Gate-type map:
(6 px per um)
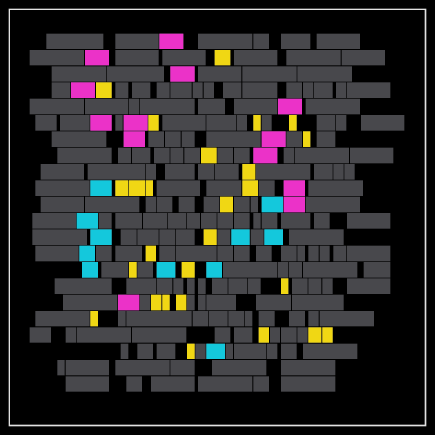
Congestion heat map:
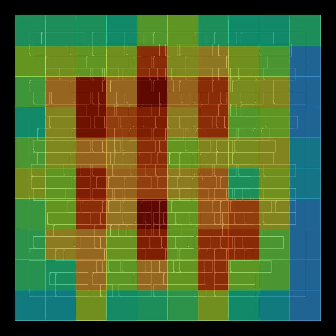
==> config.mk <==
export PLATFORM = sky130hd
export DESIGN_NAME = truth_table_sweeper
export DESIGN_NICKNAME = d
export VERILOG_FILES = /design/src/rtl/truth_table_sweeper.sv
export SDC_FILE = /design/constraint.sdc
export NUM_CORES = 1
export LEC_CHECK = 0
export CORE_MARGIN = 3
export CORE_UTILIZATION = 49
export DETAILED_ROUTE_END_ITERATION = 16
export PLACE_DENSITY_LB_ADDON = 0.25
export SLEW_MARGIN = 20
export SYNTH_ARGS = -nofsm -noshare
export SYNTH_HDL_FRONTEND = slang
export SYNTH_SLANG_ARGS = --single-unit
export TNS_END_PERCENT = 10
==> constraint.sdc <==
create_clock -name clk -period 1.8 [get_ports clk]
set_input_delay 0.54 -clock clk [delete_from_list [all_inputs] [get_ports clk]]
set_output_delay 0.54 -clock clk [all_outputs]
set_load 0.1 [all_outputs]
==> impl_metrics.yaml <==
# implementation run metrics
layout:
  finish.utilization_pct: 77.7
  nNetsFinal: 251
  flop-count: 37
  num-multi-input-gates: 135
  fillers: 240
  largest_cell_class: "logic gates"
  nClkBuffers: 7
  drive_above_1_share_pct: 38.5
  layout.nonclk_buf_share_pct: 26.3
  sh_seq_area_pct: 32.0
  n_all_buffers: 60
  layout_top_cells: "33 x dfrtp_1, 31 x buf_4, 24 x buf_12, 12 x o21ai_0, 9 x nand2_1"
detailed_routing:
  routedWlPerCell_um: 18.0
  detail-route-antenna-nets: 0
  initialDrtViolationCount: 218
  vias_per_cell: 6.16
  top_layer: "met4"
  drc: 0
  drtPass1Iterations: 4
  wl_um: 5250
  routed-wl-met2_um: 2630
floorplanning:
  fp_util_pct: 52.2
  die_w_um: 69.1
  io-pin-count: 27
  dieArea_mm2: 0.00478
  num_tap_cells: 48
synthesis:
  logic_family: "AND-OR/OR-AND gates"
  yosys-top-cells-count: "37 x dfrtp_1, 16 x o21ai_0, 9 x nand2_1, 9 x nor2_1, 8 x mux2_2"
  synth.area.top_cells: "dfrtp_1 47%, mux2_2 4.6%, o21ai_0 4.1%, o41ai_1 3.1%, o31ai_1 2.7%"
  synth-warning-count: 0
  syn_area_per_cell_um2: 10.5
  synthCells: 186
  simple_gate_area_share_pct: 19.9
  postSynthSeqShare_pct: 47.4
  mux_area_share_pct: 7.17
  netlist_area_mm2: 0.00195
  top_area_share_pct: 47.4
  edf_count: 0
  ys_sh_adder_pct: 1.92
  synth_nets: 194
  top_area_cell: "dfrtp_1"
  xor_share_pct: 0.448
  synth-async-reset-ratio_pct: 100
  ys_types: 50
  ys_area_mm2: 0.00195
timing:
  finalSetupViolCount: 0
  finalHoldViolCount: 0
  rsz0062_at_grt: "yes"
  drv_slew: 0
  fmax_ghz: 0.562
  holdWs_ns: 0.366
  finalSetupTns_ns: 0
  tightest_slew_ns: 0.519
  slew_headroom_pct: 65.2
  period_minus_slack_ns: 1.78
  fin_crit_sh_pct: 98.9
grt:
  grt_pass1_wl_um: 8710
  grt_pass1_vias: 1812
outcome:
  status: "finished, final reports clean"
setup_path:
  critPathBufInv: 2
  critPathSlowestCell: "dfrtp_1"
  crit_cells: 6
  crit_chain: "ha_2, nor4b_4, buf_4, a31oi_1, buf_4, o41ai_1"
  crit_fanout: 12
  worstSetupPathType: "reg2reg"
  cpMostUsedCell: "buf_4"
  cp.arrival_ns: 1.96
  ff2ff_path_depth: 6
  critical_path.max_stage_delay_ns: 0.36
  crit_path_end_kind: "flop"
  cp-start-kind: "flop"
  crit_family: "AND-OR/OR-AND gates"
clocking:
  cts_setup_buffers: 1
  cts.clk_slew.worst_paths_ns: 0.07
  clock_path_buffers: 2
  cts-resized-gates: 6
  cts_tree: "built"
  clockRootBuffer: "clkbuf_8"
  clock_latency_ns: 0.29
  h-tree-depth: 2
  ctsHoldBuffers: 0
power_and_ir_drop:
  pg_seq_mw: 1.25
  p_sw_share_pct: 46.0
  combPwrFrac_pct: 58.3
  power_leader: "combinational logic"
  clkPwrFrac_pct: 15.5
  p_seq_share_pct: 26.2
  p_comb_mw: 2.78
  internal-power_mw: 2.57
  powerClk_mw: 0.739
worst_hold_path:
  hold_depth: 0
  hp-class: "reg2reg"
placed_design:
  hpwl_um: 3570
  placed_area_mm2: 0.00268
run:
  maxCapViolations: 0
Back to the opening pictures, 'gate-type map':
| family | colour | cells | most used |
|---|---|---|---|
| nand cells | yellow | 26 | nand2_1 |
| mux cells | magenta | 13 | mux2_2 |
| non-inverting ao/oa cells | cyan | 11 | a32o_1 |
Top cell excl fill/tap: dfrtp_1
fraction of area in multi-input gates: 35.1%
non-filler cells in the finished layout: 292

Back to the opening pictures, 'congestion heat map':
gr usage total: 22.7%
GRT Max-Usage Layer: met2
Global Route met2 Usage: 36.4%
met1 track demand over resource: 27.3%

